==> config.mk <==
export PLATFORM = sky130hd
export DESIGN_NAME = apb_uart_rx_ctrl
export DESIGN_NICKNAME = d
export VERILOG_FILES = /design/src/rtl/uart_rx_ctrl_pkg.sv /design/src/rtl/uart_rx_fifo.sv /design/src/rtl/apb_uart_rx_ctrl.sv
export SDC_FILE = /design/constraint.sdc
export NUM_CORES = 1
export LEC_CHECK = 0
export ABC_CLOCK_PERIOD_IN_PS = 9200
export CELL_PAD_IN_SITES_DETAIL_PLACEMENT = 0
export CELL_PAD_IN_SITES_GLOBAL_PLACEMENT = 1
export CORE_MARGIN = 3
export CORE_UTILIZATION = 25
export CTS_CLUSTER_DIAMETER = 120
export DETAILED_ROUTE_END_ITERATION = 6
export HOLD_SLACK_MARGIN = 0.05
export PLACE_DENSITY = 0.46
export SLEW_MARGIN = 20
export SYNTH_ARGS = -nofsm -noshare
export SYNTH_HDL_FRONTEND = slang
export SYNTH_SLANG_ARGS = --single-unit
==> constraint.sdc <==
create_clock -name clk -period 9.2 [get_ports clk]
set_clock_uncertainty 0.15 [all_clocks]
set_input_delay 0.92 -clock clk [delete_from_list [all_inputs] [get_ports clk]]
set_output_delay 0.92 -clock clk [all_outputs]
set_load 0.02 [all_outputs]
==> src/rtl/uart_rx_ctrl_pkg.sv <==
// Shared register map, bit positions and reset constants for the UART receive controller.
package uart_rx_ctrl_pkg;

    localparam logic [2:0] OFF_RBR     = 3'd0;
    localparam logic [2:0] OFF_CTRL    = 3'd1;
    localparam logic [2:0] OFF_DIV     = 3'd2;
    localparam logic [2:0] OFF_THRESH  = 3'd3;
    localparam logic [2:0] OFF_STATUS  = 3'd4;
    localparam logic [2:0] OFF_TIMEOUT = 3'd5;

    localparam int CTRL_FLUSH = 7;

    localparam int ST_EMPTY = 0;
    localparam int ST_FULL  = 1;
    localparam int ST_OVR   = 2;
    localparam int ST_PERR  = 3;
    localparam int ST_TO    = 4;
    localparam int ST_BUSY  = 5;
    localparam int ST_LEVEL = 8;

    // Field order matches CTRL[6:0], so a raw write casts straight in.
    typedef struct packed {
        logic       to_en;
        logic       err_en;
        logic       rxne_en;
        logic [1:0] bits;
        logic       parity_en;
        logic       en;
    } ctrl_t;

    localparam ctrl_t       CTRL_RST    = 7'h0C;
    localparam logic [15:0] DIV_RST     = 16'h01B1;
    localparam int          THRESH_RST  = 1;
    localparam logic [7:0]  TIMEOUT_RST = 8'h28;

endpackage

==> src/rtl/uart_rx_fifo.sv <==
// Character FIFO; pointers carry a wrap bit so full and empty are distinguishable.
module uart_rx_fifo #(
    parameter int DEPTH = 16,
    parameter int WIDTH = 8
) (
    input  logic                   clk,
    input  logic                   rst_n,
    input  logic                   push_i,
    input  logic                   pop_i,
    input  logic                   flush_i,
    input  logic [WIDTH-1:0]       data_i,
    output logic [WIDTH-1:0]       data_o,
    output logic                   full_o,
    output logic                   empty_o,
    output logic [$clog2(DEPTH):0] level_o
);
    localparam int AW = $clog2(DEPTH);
    localparam logic [AW:0] PTR_ONE = 1;

    logic [WIDTH-1:0] mem_q [DEPTH];
    logic [AW:0]      wr_ptr_q;
    logic [AW:0]      rd_ptr_q;
    logic             do_push;
    logic             do_pop;

    assign empty_o = (wr_ptr_q == rd_ptr_q);
    assign full_o  = (wr_ptr_q[AW] != rd_ptr_q[AW]) && (wr_ptr_q[AW-1:0] == rd_ptr_q[AW-1:0]);
    assign level_o = wr_ptr_q - rd_ptr_q;
    assign data_o  = mem_q[rd_ptr_q[AW-1:0]];

    // A pop frees the slot a same-cycle push needs when full.
    assign do_pop  = pop_i & ~empty_o & ~flush_i;
    assign do_push = push_i & (~full_o | do_pop) & ~flush_i;

    always_ff @(posedge clk or negedge rst_n) begin
        if (!rst_n) begin
            wr_ptr_q <= '0;
            rd_ptr_q <= '0;
        end else if (flush_i) begin
            wr_ptr_q <= '0;
            rd_ptr_q <= '0;
        end else begin
            if (do_push) wr_ptr_q <= wr_ptr_q + PTR_ONE;
            if (do_pop)  rd_ptr_q <= rd_ptr_q + PTR_ONE;
        end
    end

    always_ff @(posedge clk) begin
        if (do_push) mem_q[wr_ptr_q[AW-1:0]] <= data_i;
    end

endmodule

==> src/rtl/apb_uart_rx_ctrl.sv <==
// APB register front end for the UART receiver: configuration, RX FIFO drain,
// overrun/parity/idle-timeout tracking and a registered level interrupt.
module apb_uart_rx_ctrl
    import uart_rx_ctrl_pkg::*;
#(
    parameter int FIFO_DEPTH     = 16,
    parameter int APB_ADDR_WIDTH = 12
) (
    input  logic                      clk,
    input  logic                      reset_n,
    input  logic [APB_ADDR_WIDTH-1:0] paddr,
    input  logic                      psel,
    input  logic                      penable,
    input  logic                      pwrite,
    input  logic [31:0]               pwdata,
    output logic [31:0]               prdata,
    output logic                      pready,
    output logic                      pslverr,
    output logic                      cfg_en_o,
    output logic                      cfg_parity_en_o,
    output logic [1:0]                cfg_bits_o,
    output logic [15:0]               cfg_div_o,
    input  logic [7:0]                rx_data_i,
    input  logic                      rx_valid_i,
    output logic                      rx_ready_o,
    input  logic                      rx_busy_i,
    input  logic                      rx_err_i,
    output logic                      rx_err_clr_o,
    output logic                      irq_o
);
    localparam int LW = $clog2(FIFO_DEPTH) + 1;

    ctrl_t          ctrl_q;
    logic [15:0]    div_q;
    logic [LW-1:0]  thresh_q;
    logic [7:0]     tmo_q;
    logic           overrun_q, overrun_d;
    logic           timeout_q, timeout_d;
    logic           irq_q, irq_d;
    logic           err_clr_q, err_clr_d;
    logic [15:0]    presc_q, presc_d;
    logic [7:0]     idle_q, idle_d;

    logic [2:0]     off;
    logic           access, wr_en, rd_en, mapped, st_wr;
    logic           pop, flush, push_req, ovr_set, to_set, idle_clr;
    logic [7:0]     fifo_data;
    logic           fifo_full, fifo_empty;
    logic [LW-1:0]  fifo_level, thresh_eff;
    logic [31:0]    rdata;
    logic           unused_bits;

    assign unused_bits = ^{paddr[APB_ADDR_WIDTH-1:5], paddr[1:0], pwdata[31:16]};

    assign off      = paddr[4:2];
    assign access   = psel & penable;
    assign wr_en    = access & pwrite;
    assign rd_en    = access & ~pwrite;
    assign mapped   = (off <= OFF_TIMEOUT);
    assign st_wr    = wr_en & (off == OFF_STATUS);
    assign pop      = rd_en & (off == OFF_RBR);
    assign flush    = wr_en & (off == OFF_CTRL) & pwdata[CTRL_FLUSH];
    assign push_req = rx_valid_i & ctrl_q.en;
    // Flush silently discards a colliding character; a pop makes room when full.
    assign ovr_set  = push_req & fifo_full & ~pop & ~flush;

    uart_rx_fifo #(.DEPTH(FIFO_DEPTH), .WIDTH(8)) u_fifo (
        .clk     (clk),
        .rst_n   (reset_n),
        .push_i  (push_req),
        .pop_i   (pop),
        .flush_i (flush),
        .data_i  (rx_data_i),
        .data_o  (fifo_data),
        .full_o  (fifo_full),
        .empty_o (fifo_empty),
        .level_o (fifo_level)
    );

    assign idle_clr = push_req | pop | flush | fifo_empty | rx_busy_i;

    // Prescaler spans DIV+1 clocks per bit-time; idle count holds once it hits the limit.
    always_comb begin
        presc_d = presc_q;
        idle_d  = idle_q;
        to_set  = 1'b0;
        if (idle_clr) begin
            presc_d = '0;
            idle_d  = '0;
        end else if (tmo_q != 8'd0 && idle_q < tmo_q) begin
            if (presc_q >= div_q) begin
                presc_d = '0;
                idle_d  = idle_q + 8'd1;
                to_set  = (idle_q + 8'd1 == tmo_q);
            end else begin
                presc_d = presc_q + 16'd1;
            end
        end
    end

    assign thresh_eff = (thresh_q == '0) ? LW'(1) : thresh_q;
    assign overrun_d  = ovr_set | (overrun_q & ~(st_wr & pwdata[ST_OVR]));
    assign timeout_d  = to_set | (timeout_q & ~(st_wr & pwdata[ST_TO]));
    assign err_clr_d  = st_wr & pwdata[ST_PERR];
    assign irq_d      = (ctrl_q.rxne_en & (fifo_level >= thresh_eff))
                      | (ctrl_q.err_en & (overrun_q | rx_err_i))
                      | (ctrl_q.to_en & timeout_q);

    always_ff @(posedge clk or negedge reset_n) begin
        if (!reset_n) begin
            ctrl_q    <= CTRL_RST;
            div_q     <= DIV_RST;
            thresh_q  <= LW'(THRESH_RST);
            tmo_q     <= TIMEOUT_RST;
            overrun_q <= 1'b0;
            timeout_q <= 1'b0;
            irq_q     <= 1'b0;
            err_clr_q <= 1'b0;
            presc_q   <= '0;
            idle_q    <= '0;
        end else begin
            overrun_q <= overrun_d;
            timeout_q <= timeout_d;
            irq_q     <= irq_d;
            err_clr_q <= err_clr_d;
            presc_q   <= presc_d;
            idle_q    <= idle_d;
            if (wr_en) begin
                case (off)
                    OFF_CTRL:    ctrl_q   <= ctrl_t'(pwdata[6:0]);
                    OFF_DIV:     div_q    <= pwdata[15:0];
                    OFF_THRESH:  thresh_q <= pwdata[LW-1:0];
                    OFF_TIMEOUT: tmo_q    <= pwdata[7:0];
                    default: ;
                endcase
            end
        end
    end

    always_comb begin
        rdata = '0;
        case (off)
            OFF_RBR:     rdata[7:0] = fifo_empty ? 8'h00 : fifo_data;
            OFF_CTRL:    rdata[6:0] = ctrl_q;
            OFF_DIV:     rdata[15:0] = div_q;
            OFF_THRESH:  rdata[LW-1:0] = thresh_q;
            OFF_STATUS: begin
                rdata[ST_EMPTY]      = fifo_empty;
                rdata[ST_FULL]       = fifo_full;
                rdata[ST_OVR]        = overrun_q;
                rdata[ST_PERR]       = rx_err_i;
                rdata[ST_TO]         = timeout_q;
                rdata[ST_BUSY]       = rx_busy_i;
                rdata[ST_LEVEL +: LW] = fifo_level;
            end
            OFF_TIMEOUT: rdata[7:0] = tmo_q;
            default: ;
        endcase
    end

    assign prdata          = (rd_en && mapped) ? rdata : 32'd0;
    assign pslverr         = access & ~mapped;
    assign pready          = 1'b1;
    assign cfg_en_o        = ctrl_q.en;
    assign cfg_parity_en_o = ctrl_q.parity_en;
    assign cfg_bits_o      = ctrl_q.bits;
    assign cfg_div_o       = div_q;
    assign rx_ready_o      = ctrl_q.en;
    assign rx_err_clr_o    = err_clr_q;
    assign irq_o           = irq_q;

endmodule

Figure 1. Clock nets (run 1).
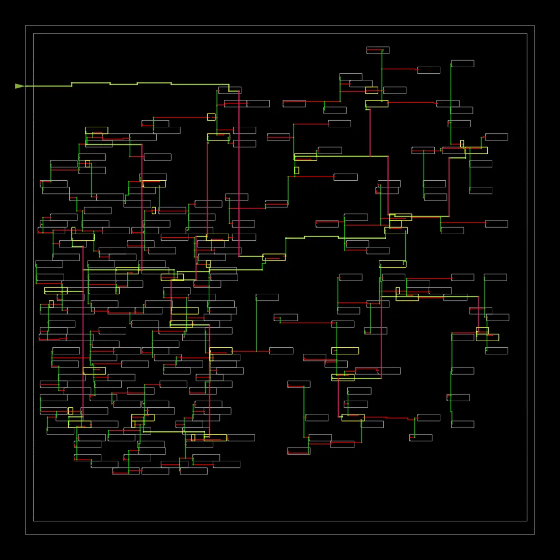
registers: 202
P_clk: 0.955 mW
clock buf count: 30

Figure 2. Selected gate families (run 1).
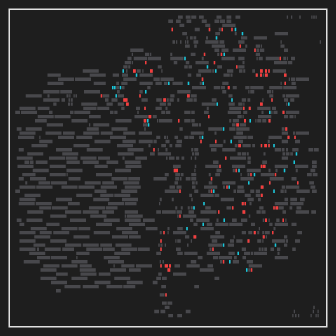
color	family	cells
red	nand cells	95
cyan	inv cells	47
combinational share of cell area: 32.8%
Non-Filler Instances: 1401

Figure 3. PDN straps and rails (run 1).
Pins as bars on the die edge.
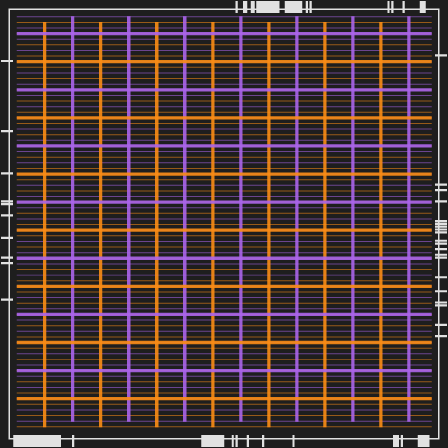
color	net
orange	VSS
purple	VDD
rows	73
met1 rails	74

==> out/qor.yml, run 1 <==
status: "finished, final reports clean"
clkTransAtPathRegs_ns: 0.06
cts_setup_buffers: 0
drtAntennaViolNets: 0
finalMaxSlewViolations: 0
pwr-share-seq_pct: 39.6
hp-class: "in -> async"
critical_path.reg2reg.startpoint: "u_fifo.rd_ptr_q[1]"
cts_max_level: 1
synth_top_area_share_pct: 37.9
p_int_mw: 1.95
peakVddDrop_mv: 0.133
worst_pin_slew_ns: 1.04
portBuffers: 74
via_per_inst: 4.62
path_class: "reg -> out"
postSynthSeqShare_pct: 56.4
pin_count: 117
arrival_ns: 4.29
period_used_pct: 58.2
synth.avg_cell_area_um2: 13.0
synth-edff-count: 128
routedWlPerCell_um: 20.5
period_needed_ns: 5.36
grt_pass1_wl_mm: 43.6
antenna_found_initial: 1
dieArea_mm2: 0.0430
cts_root_buffer: "clkbuf_16"
die_h_um: 207
dpl.hpwl_mm: 20.7
core.rowCount: 73
cellLeakagePower_nw: 4.47
cp_max_fo: 35
met2_usage_pct: 22.5
cp_num_buf_inv: 3
core_mm2: 0.0399
rsz0062_at_grt: "false"
crit_path_start: "u_fifo.rd_ptr_q[1]"
drive_gt1_share_pct: 17.5
path_depth: 9
yosysWarningCount: 0
fin_setup_tns_ns: 0
p_switching_mw: 0.890
cts-hold-fix-buffers: 0
clk_path_buf_depth: 3
finalSetupViolCount: 0
fp.dieW_um: 207
syn-cell-area_mm2: 0.0101
cp_slowest_stage_delay_ns: 0.71
cts_tree: "built"
grt.busiest_layer: "met2"
slew_headroom_pct: 30.7
gr-usage-met1_pct: 17.5
clock_latency_ns: 0.54
mostFrequentLayoutCells: "edfxtp_1 (128), clkdlybuf4s50_1 (73), dfrtp_1 (63)"
synth_top_cell_by_area: "edfxtp_1"
routed_wirelength_mm: 28.7
cp_cell_sequence: "buf_4 -> inv_1 -> ha_1 -> and4_4 -> and2_4 -> nor2_1 -> a221oi_1 -> nor3_1 -> clkdlybuf4s50_1"
rrSetupSlack_ns: 5.20
gp_congestion: 0.739
required_ns: 8.13
layout_top_cell: "edfxtp_1"
swShare_pct: 31.4
worst_path_max_delay_cell: "clkdlybuf4s50_1"
drcViolationCount: 0
max_cap_viol_count: 0
cp_top_family: "simple AND/OR/NAND/NOR gates"
finalHoldWorstSlack_ns: 0.150
vias: 6471
area_delta_synth_final_pct: 20.4
fp_util_pct: 25.4
ys_ff: 202
antenna_cells: 0
met3_usage_pct: 2.22
yosys_area_mm2: 0.0101
cts_buffers: 24
endpoint: "prdata[6]"
fmax_mhz: 187
ys_top_cells_by_area: "edfxtp_1 (38%), dfrtp_1 (16%), mux4_2 (8.9%), ha_1 (4.9%), dfstp_2 (2.6%)"
drtIter0Drc: 347
grt-ovfl-total: 0
cts.sinks: 202
place_inst: 1357
synth_cell_types: 75
finalHoldViolations: 0
worst_setup_path_end_kind: "output pin"
grt_pass1_vias: 6698
ys_async_sr_fraction_pct: 36.6
warning_count: 54
r2r_end: "presc_q[14]"
reg2reg_depth: 9
cts_resized: 0
p_total_mw: 2.84
ys_cells: 782
start_kind: "flop"
grt_use_total_pct: 13.1
grt_max_degree: 52
p_comb_share_pct: 26.8
-- run 1: kinds of logic after synthesis --
group / synth area share, %
flip-flops: 56.4
buffers and inverters: 5.00
adder cells (fa/ha/maj): 5.14
multiplexers: 11.3
other: 0.0741
AND/OR/NAND/NOR: 10.7
XOR/XNOR: 1.82
AND-OR/OR-AND: 9.56
-- run 1: through the flow --
| stage | setup WS, ns | instance area, µm² |
|---|---|---|
| 2_1_floorplan | 5.46 | 10200 |
| 3_3_place_gp | 4.02 | 11400 |
| 3_5_place_dp | 4.06 | 11400 |
| 4_1_cts | 3.80 | 12200 |
| 5_1_grt | 3.67 | 12200 |
| 6_report | 3.84 | 12200 |
-- run 1: state kept, by name (all words and copies together) (netlist names) --
name / flops
u_fifo.mem_q: 128
cfg_div_o: 16
presc_q: 16
idle_q: 8
tmo_q: 8
thresh_q: 5
u_fifo.rd_ptr_q: 5
u_fifo.wr_ptr_q: 5
ctrl_q: 3
cfg_bits_o: 2
cfg_en_o: 1
cfg_parity_en_o: 1
irq_o: 1
overrun_q: 1
rx_err_clr_o: 1
timeout_q: 1
-- run 1: worst min-delay path by stage --
| stage | slack [ns] | end | cells past startpoint | start |
|---|---|---|---|---|
| final | 0.15 | tmo_q[2] | 1 | reset_n |
| after global routing | 0.15 | overrun_q | 1 | reset_n |
| after CTS | 0.13 | overrun_q | 1 | reset_n |
| after detailed placement | 0.35 | thresh_q[2] | 1 | thresh_q[2] |
| after global placement | 0.34 | thresh_q[2] | 1 | thresh_q[2] |
| after floorplan | 0.33 | thresh_q[2] | 1 | thresh_q[2] |
-- run 1: cell usage after synthesis, drive strengths merged (5+ instances only) --
cell / n
xnor2: 13
nor2b: 5
mux2i: 10
a21oi: 28
dfstp: 10
nand2: 57
nand3: 17
edfxtp: 128
mux2: 13
nor4: 10
or4: 5
nor2: 62
o31ai: 5
a31o: 13
ha: 40
a21o: 7
dfrtp: 64
nor3: 14
nand2b: 5
inv: 47
o21ai: 32
a22o: 14
a221oi: 5
mux4: 40
nand4: 14
buf: 32
xor2: 8
and2: 7
clkbuf: 23
a22oi: 9
-- run 1: cell type report --
class                   count  area, µm²
fillers                  4045      27700
flip-flops and latches    202       5710
multi-input cells         493       4000
repair buffers             90        858
well taps                 525        657
clock buffers              30        653
inverters                  47        176
clock inverters            14        143
-- run 1: worst register-to-register path, stage by stage, from the launching register on --
cell     delay [ns]
dfrtp_1        0.32
buf_4          0.44
inv_1          0.22
ha_1           0.38
and4_4         0.19
and2_4         0.18
nor4_2         0.86
nand2_2        0.13
nor3_2         0.80
a22o_1         0.25
-- run 1: power groups by stage --
stage / logic [mW] / clock network, mW / registers (mW)
floorplan: 0.513 / 0 / 1.13
global placement: 0.771 / 0 / 1.14
detailed placement: 0.773 / 0 / 1.14
CTS: 0.778 / 0.985 / 1.12
global route: 0.839 / 1.02 / 1.13
finish: 0.760 / 0.955 / 1.12
-- run 1: per-layer routing --
layer	wire (µm)	part of all wire, %
met5	11	0.038
met4	658	2.3
met3	856	3.0
met2	14200	50
met1	12900	45
## Run 2: what changed since run 1
--- a/config.mk
+++ b/config.mk
@@ -5,7 +5,7 @@
 export SDC_FILE = /design/constraint.sdc
 export NUM_CORES = 1
 export LEC_CHECK = 0
-export ABC_CLOCK_PERIOD_IN_PS = 9200
+export ABC_CLOCK_PERIOD_IN_PS = 4400
 export CELL_PAD_IN_SITES_DETAIL_PLACEMENT = 0
 export CELL_PAD_IN_SITES_GLOBAL_PLACEMENT = 1
 export CORE_MARGIN = 3
@@ -13,7 +13,7 @@
 export CTS_CLUSTER_DIAMETER = 120
 export DETAILED_ROUTE_END_ITERATION = 6
 export HOLD_SLACK_MARGIN = 0.05
-export PLACE_DENSITY = 0.46
+export PLACE_DENSITY = 0.47
 export SLEW_MARGIN = 20
 export SYNTH_ARGS = -nofsm -noshare
 export SYNTH_HDL_FRONTEND = slang
==> constraint.sdc (replaced) <==
create_clock -name clk -period 4.4 [get_ports clk]
set_clock_uncertainty 0.15 [all_clocks]
set_input_delay 0.44 -clock clk [delete_from_list [all_inputs] [get_ports clk]]
set_output_delay 0.44 -clock clk [all_outputs]
set_load 0.02 [all_outputs]
Figure 4. PDN straps and rails (run 2).
Pins as bars on the die edge.
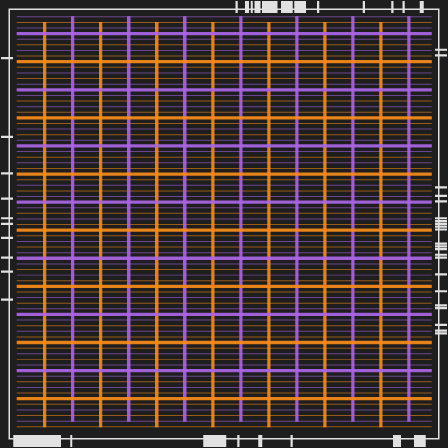
color	net
purple	VDD
orange	VSS
met1 rails	74
met5 straps	14
rows	73
met4 straps	14
signal pins	117

Figure 5. Clock nets (run 2).
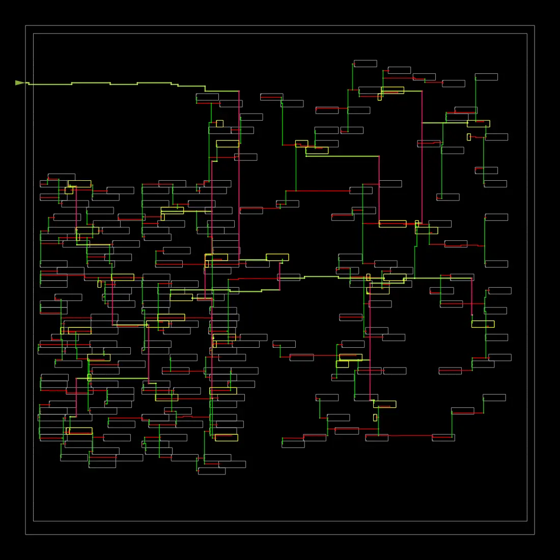
clock buf count: 34
cts bufs inserted: 24
Insertion Delay late pin: 0.53 ns

Figure 6. Selected gate families (run 2).
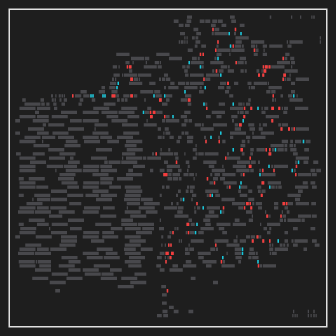
Non-Filler Instances: 1418
most numerous logic cell after layout: edfxtp_1
combinational share of cell area: 32.5%

==> out/qor.yml, run 2 <==
path_class: "reg -> out"  # unchanged
grt_use_total_pct: 12.7  # was 13.1%
ys_ff: 202  # unchanged
hp-class: "in -> async"  # unchanged
gp_congestion: 0.739  # about the same
start_kind: "flop"  # unchanged
syn-cell-area_mm2: 0.0101  # unchanged
finalNetCount: 976  # was 959
critical_path.reg2reg.startpoint: "u_fifo.wr_ptr_q[3]"  # was u_fifo.rd_ptr_q[1]
finalSetupViolCount: 0  # unchanged
antenna_cells: 0  # unchanged
postSynthSeqShare_pct: 56.4  # unchanged
antenna_found_initial: 1  # unchanged
p_total_mw: 5.92  # was 2.84 mW
cellLeakagePower_nw: 4.54  # was 4.47 nW
drcViolationCount: 0  # unchanged
synth_top_area_share_pct: 37.9  # unchanged
clkTransAtPathRegs_ns: 0.06  # about the same
synth_top_cell_by_area: "edfxtp_1"  # unchanged
cts.sinks: 202  # unchanged
portBuffers: 74  # unchanged
cellPowerDensity_mw_per_mm2: 481  # was 233 mW/mm²
peakVddDrop_mv: 0.252  # was 0.133 mV
finalHoldViolations: 0  # unchanged
core_mm2: 0.0399  # unchanged
grt_pass1_wl_mm: 42.2  # was 43.6 mm
routed_wirelength_mm: 27.6  # was 28.7 mm
worst_setup_path_end_kind: "output pin"  # unchanged
fp.dieW_um: 207  # unchanged
arrival_ns: 3.56  # was 4.29 ns
dpl.hpwl_mm: 20.9  # was 20.7 mm
place_inst: 1373  # was 1357
cts_resized: 0  # unchanged
rrSetupSlack_ns: 1.04  # was 5.20 ns
period_used_pct: 94.3
synth.avg_cell_area_um2: 13.0  # unchanged
mostFrequentLayoutCells: "edfxtp_1 (128), clkdlybuf4s50_1 (73), dfrtp_1 (63)"  # unchanged
ys_cells: 782  # unchanged
grt_max_degree: 48  # was 52
rsz0062_at_grt: "false"  # unchanged
clk_path_buf_depth: 3  # unchanged
common_cells: "edfxtp_1 (128), dfrtp_1 (64), nor2_1 (60), nand2_1 (55), inv_1 (46)"  # unchanged
yosys_area_mm2: 0.0101  # unchanged
regArea_mm2: 0.00571  # unchanged
cp_max_fo: 15  # was 35
period_needed_ns: 4.15
cp_slowest_stage_delay_ns: 0.63  # was 0.71 ns
dieArea_mm2: 0.0430  # unchanged
yosysWarningCount: 0  # unchanged
cts_setup_buffers: 0  # unchanged
largest_register_ff_count: 128  # unchanged
warning_count: 54  # unchanged
endpoint: "prdata[7]"  # was prdata[6]
worst_path_max_delay_cell: "dfrtp_2"  # was clkdlybuf4s50_1
cts_tree: "built"  # unchanged
cts_root_buffer: "clkbuf_16"  # unchanged
final_util_pct: 30.9  # was 30.6%
finalMaxSlewViolations: 0  # unchanged
cp_cell_sequence: "buf_4 -> mux4_2 -> mux4_2 -> a221oi_1 -> nor3_1 -> clkdlybuf4s50_1"  # was buf_4 -> inv_1 -> ha_1 -> and4_4 -> and2_4 -> nor2_1 -> a221oi_1 -> nor3_1 -> clkdlybuf4s50_1
status: "finished, final reports clean"  # unchanged
vias: 6479  # was 6471
max_cap_viol_count: 0  # unchanged
pin_count: 117  # unchanged
nFillCells: 4034  # was 4045
critPathMostFrequentCell: "mux4_2"
grt_pass1_vias: 6678  # was 6698
drtPass1Iterations: 4  # unchanged
slew_headroom_pct: 35.0  # was 30.7%
drtAntennaViolNets: 0  # unchanged
reg2reg_depth: 7  # was 9
fin_setup_tns_ns: 0  # unchanged
ys_top_cells_by_area: "edfxtp_1 (38%), dfrtp_1 (16%), mux4_2 (8.9%), ha_1 (4.9%), dfstp_2 (2.6%)"  # unchanged
drtIter0Drc: 280  # was 347
fp_util_pct: 25.4  # unchanged
via_per_inst: 4.57  # was 4.62
routedWlPerCell_um: 19.4  # was 20.5 µm
worst_pin_slew_ns: 0.970  # was 1.04 ns
synth_cells: 782  # unchanged
die_h_um: 207  # unchanged
cts_max_level: 1  # unchanged
fmax_mhz: 241
crit_path_start: "u_fifo.rd_ptr_q[0]"  # was u_fifo.rd_ptr_q[1]
drive_gt1_share_pct: 18.4  # was 17.5%
area.combinational_mm2: 0.00400  # unchanged
synth_cell_types: 75  # unchanged
grt-ovfl-total: 0  # unchanged
required_ns: 3.81  # was 8.13 ns
ys_async_sr_fraction_pct: 36.6  # unchanged
synth-edff-count: 128  # unchanged
core.rowCount: 73  # unchanged
r2r_end: "presc_q[7]"  # was presc_q[14]
ff_type: "edfxtp_1"  # unchanged
yosysMostFrequentCell: "edfxtp_1"  # unchanged
area_delta_synth_final_pct: 21.6  # was 20.4%
## run 2: cell counts after synthesis
Identical to the previous run, type by type.
## run 2: metrics by stage
step | instance area (µm²) | setup WS [ns] | hold WS, ns
floorplan | 10200 | 0.670 | -0.00559
global placement | 11500 | 0.668 | 0.344
detailed placement | 11500 | 0.688 | 0.349
CTS | 12300 | 0.168 | 0.304
global route | 12300 | 0.0869 | 0.308
finish | 12300 | 0.251 | 0.316
## run 2: worst max-delay path: cells and delay by family (launching register included)
family	cells	cell delay, ns
muxes	2	1.07
buffers and inverters	2	0.88
DFF	1	0.63
AOI/OAI and AO/OA	1	0.29
and+or+nand+nor	1	0.13
## run 2: cells by family (layout without fill, tap and decap cells)
logic type                 count (synthesis)  after routing  share of synthesized area, %
muxes                                     63             63                          11.3
xor gates and xnor gates                  21             21                          1.82
adders and majority gates                 41             41                          5.14
and+or+nand+nor                          214            214                          10.7
other                                      2             17                        0.0741
DFF                                      202            202                          56.4
buffers and inverters                    102            198                          5.00
AOI/OAI and AO/OA                        137            137                          9.56
## run 2: report_power, final
group	internal (mW)	leakage (nW)	total, mW	switching, mW
clock network	1.17	0.372	1.97	0.804
logic	0.740	2.09	1.59	0.854
registers	2.18	2.07	2.36	0.174
total	4.09	4.54	5.92	1.83
## run 2: what timing repair did
item | CTS | global route
hold endpoints to repair | 38 | 0
setup endpoints to repair | 0 | 0
hold buffers | 1 | 0
## run 2: how the worst min path moves through the flow
stage | from | to | slack [ns]
finish | reset_n | idle_q[2] | 0.32
global route | pwdata[13] | cfg_div_o[13] | 0.31
CTS | pwdata[15] | cfg_div_o[15] | 0.30
detailed placement | thresh_q[3] | thresh_q[3] | 0.35
global placement | thresh_q[4] | thresh_q[4] | 0.34
floorplan | reset_n | cfg_div_o[10] | -0.006
## run 2: per-layer routing
metal	global-route usage (%)	vias to the layer above	part of all wire (%)
met5	0	-	0.033
met4	2.72	2	1.8
met3	2.13	39	3.1
met2	22.2	104	51
met1	16.6	3236	44
li1	-	3098	-
## run 2: final cells by class
class / count / area share, %
sequential: 202 / 46.4
clock inverter: 10 / 1.02
timing repair buffer: 107 / 8.03
inverter: 47 / 1.43
tap: 525 / 5.33
multi-input combinational: 493 / 32.5
clock buffer: 34 / 5.34
## Run 3: what changed since run 2
--- a/config.mk
+++ b/config.mk
@@ -18,3 +18,4 @@
 export SYNTH_ARGS = -nofsm -noshare
 export SYNTH_HDL_FRONTEND = slang
 export SYNTH_SLANG_ARGS = --single-unit
+export TNS_END_PERCENT = 1
Figure 7. PDN straps and rails (run 3).
Pins as bars on the die edge.
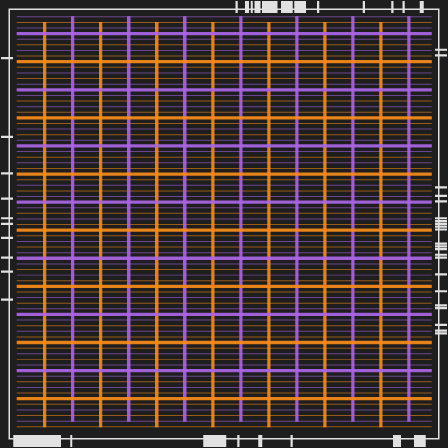
color	net
orange	VSS
purple	VDD
signal pins	117
rows	73
met1 rails	74
met5 straps	14
met4 straps	14
Core ar.: 0.0399 mm²
Peak VDD IR: 0.252 mV
DIE HEIGHT: 207 µm

Figure 8. Selected gate families (run 3).
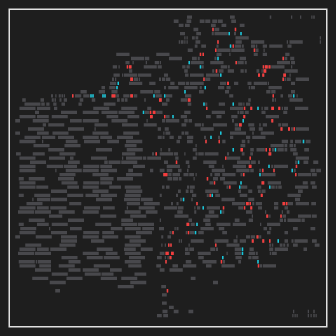
color	family	cells
cyan	inv cells	47
red	nand cells	95

Figure 9. Clock nets (run 3).
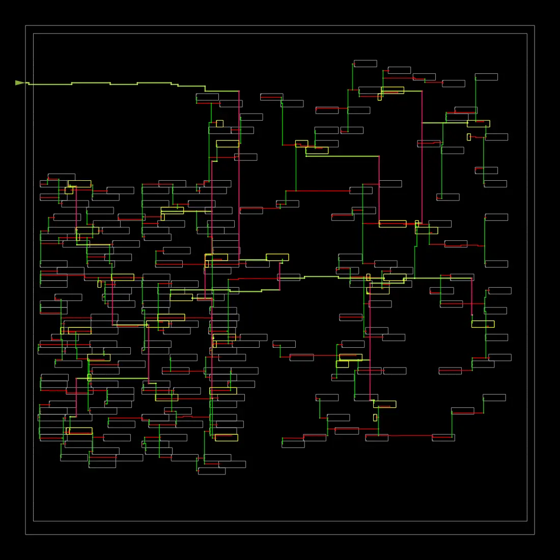
P_clk: 1.97 mW
clk sink count: 202

==> out/qor.yml, run 3 <==
status: "finished, final reports clean"  # unchanged
clk_path_buf_depth: 3  # unchanged
rrSetupSlack_ns: 1.04  # about the same
cts-hold-fix-buffers: 1  # unchanged
cts_buffers: 24  # unchanged
synth_top_cell_by_area: "edfxtp_1"  # unchanged
postSynthSeqShare_pct: 56.4  # unchanged
ys_cells: 782  # unchanged
ys_ff: 202  # unchanged
area_delta_synth_final_pct: 21.6  # unchanged
synthTopLogicFamily: "multiplexers"  # unchanged
finalSetupViolCount: 0  # unchanged
finalNetCount: 976  # unchanged
cellPowerDensity_mw_per_mm2: 481  # unchanged
worst_pin_slew_ns: 0.970  # unchanged
grt_pass1_vias: 6678  # unchanged
ys_async_sr_fraction_pct: 36.6  # unchanged
xor_share_pct: 1.82  # unchanged
critPathMostFrequentCell: "mux4_2"  # unchanged
yosysMostFrequentCell: "edfxtp_1"  # unchanged
cellLeakagePower_nw: 4.54  # unchanged
grt_use_total_pct: 12.7  # unchanged
drtPass1Iterations: 4  # unchanged
worst_setup_path_end_kind: "output pin"  # unchanged
arrival_ns: 3.56  # about the same
syn-cell-area_mm2: 0.0101  # unchanged
required_ns: 3.81  # about the same
cts_tree: "built"  # unchanged
core.rowCount: 73  # unchanged
synth-edff-count: 128  # unchanged
layout_top_cell: "edfxtp_1"  # unchanged
routedWlPerCell_um: 19.4  # unchanged
synth.avg_cell_area_um2: 13.0  # unchanged
setup_slack_ns: 0.251  # unchanged
ff_type: "edfxtp_1"  # unchanged
clkTransAtPathRegs_ns: 0.06  # about the same
yosysWarningCount: 0  # unchanged
via_per_inst: 4.57  # unchanged
antenna_cells: 0  # unchanged
fp_util_pct: 25.4  # unchanged
synth_top_area_share_pct: 37.9  # unchanged
dpl.hpwl_mm: 20.9  # unchanged
grt_max_degree: 48  # unchanged
aoi_share_pct: 9.56  # unchanged
r2r_end: "presc_q[7]"  # unchanged
yosys.area_share.simple_pct: 10.7  # unchanged
routed_wirelength_mm: 27.6  # unchanged
start_kind: "flop"  # unchanged
vias: 6479  # unchanged
drtAntennaViolNets: 0  # unchanged
cts_max_level: 1  # unchanged
reg2reg_depth: 7  # unchanged
instances_no_fill: 1418  # unchanged
finalHoldWorstSlack_ns: 0.316  # unchanged
portBuffers: 74  # unchanged
finalHoldViolations: 0  # unchanged
worst_path_max_delay_cell: "dfrtp_2"  # unchanged
warning_count: 54  # unchanged
nFillCells: 4034  # unchanged
period_used_pct: 94.3  # unchanged
antenna_found_initial: 1  # unchanged
drtIter0Drc: 280  # unchanged
clock_latency_ns: 0.53  # about the same
p_switching_mw: 1.83  # unchanged
cts_setup_buffers: 0  # unchanged
grt_pass1_wl_mm: 42.2  # unchanged
mostFrequentLayoutCells: "edfxtp_1 (128), clkdlybuf4s50_1 (73), dfrtp_1 (63)"  # unchanged
fp.dieW_um: 207  # unchanged
gp_congestion: 0.739  # unchanged
hp-class: "in -> async"  # unchanged
cts_root_buffer: "clkbuf_16"  # unchanged
drive_gt1_share_pct: 18.4  # unchanged
cp_cell_sequence: "buf_4 -> mux4_2 -> mux4_2 -> a221oi_1 -> nor3_1 -> clkdlybuf4s50_1"  # unchanged
cts_resized: 0  # unchanged
p_int_mw: 4.09  # unchanged
largest_register_ff_count: 128  # unchanged
adder_share_pct: 5.14  # unchanged
grt-ovfl-total: 0  # unchanged
yosys_area_mm2: 0.0101  # unchanged
p_comb_share_pct: 26.9  # about the same
ys_top_cells_by_area: "edfxtp_1 (38%), dfrtp_1 (16%), mux4_2 (8.9%), ha_1 (4.9%), dfstp_2 (2.6%)"  # unchanged
critical_path.reg2reg.startpoint: "u_fifo.wr_ptr_q[3]"  # unchanged
finalMaxSlewViolations: 0  # unchanged
path_class: "reg -> out"  # unchanged
synth_cell_types: 75  # unchanged
cp_slowest_stage_delay_ns: 0.63  # about the same
drcViolationCount: 0  # unchanged
fmax_mhz: 241  # unchanged
pin_count: 117  # unchanged
swShare_pct: 30.9  # unchanged
place_inst: 1373  # unchanged
dieArea_mm2: 0.0430  # unchanged
dp_worst_setup_slack_ns: 0.688  # unchanged
period_needed_ns: 4.15  # unchanged
clkPwrFrac_pct: 33.3  # about the same
synthMuxAreaShare_pct: 11.3  # unchanged
rsz0062_at_grt: "false"  # unchanged
synth_cells: 782  # unchanged
max_cap_viol_count: 0  # unchanged
pwr-share-seq_pct: 39.8  # about the same
cp_max_fo: 15  # unchanged
[run 3: power groups by stage]
stage / combinational, mW / clock (mW) / sequential (mW)
after floorplan: 1.07 / 0 / 2.36
after global placement: 1.61 / 0 / 2.40
after detailed placement: 1.62 / 0 / 2.40
after CTS: 1.63 / 2.04 / 2.36
after global routing: 1.76 / 2.13 / 2.39
final: 1.59 / 1.97 / 2.36
[run 3: logic make-up after synthesis]
group,after synthesis
flip-flops,202
AND/OR/NAND/NOR,214
AND-OR/OR-AND,137
multiplexers,63
adder cells (fa/ha/maj),41
XOR/XNOR,21
buffers and inverters,102
other,2
[run 3: worst max-delay path by stage]
stage | from | endpoint | depth (start not counted)
2_1_floorplan | u_fifo.rd_ptr_q[1] | u_fifo.mem_q[0][0] | 9
3_3_place_gp | paddr[4] | prdata[5] | 7
3_5_place_dp | paddr[4] | prdata[5] | 7
4_1_cts | u_fifo.rd_ptr_q[0] | prdata[7] | 6
5_1_grt | u_fifo.rd_ptr_q[0] | prdata[7] | 6
6_report | u_fifo.rd_ptr_q[0] | prdata[7] | 6
[run 3: critical path: cells and delay by family, from the launching register on]
| kind | cells | cell delay [ns] |
|---|---|---|
| DFF | 1 | 0.63 |
| AOI/OAI and AO/OA | 1 | 0.29 |
| buffers and inverters | 2 | 0.88 |
| muxes | 2 | 1.07 |
| and+or+nand+nor | 1 | 0.13 |
[run 3: per-stage QoR]
stage	power, mW	util (%)	area, µm²
after floorplan	3.43	-	10200
after global placement	4.01	28.9	11500
after detailed placement	4.01	28.9	11500
after CTS	6.03	30.9	12300
after global routing	6.28	30.9	12300
final	5.92	30.9	12300
[run 3: layout make-up]
type	instances	area, µm²	area share [%]
repair buffers	107	988	8.03
clock buffers	34	658	5.34
well taps	525	657	5.33
inverters	47	176	1.43
clock inverters	10	125	1.02
multi-input cells	493	4000	32.5
flip-flops and latches	202	5710	46.4
[run 3: routing by layer]
| layer | share of wire [%] | GRT usage, % | vias up |
|---|---|---|---|
| met4 | 1.8 | 2.72 | 2 |
| met1 | 44 | 16.6 | 3236 |
| met3 | 3.1 | 2.13 | 39 |
| met5 | 0.033 | 0 | - |
| li1 | - | - | 3098 |
| met2 | 51 | 22.2 | 104 |
No activity file was given, so power comes from the tool's default toggle rates.
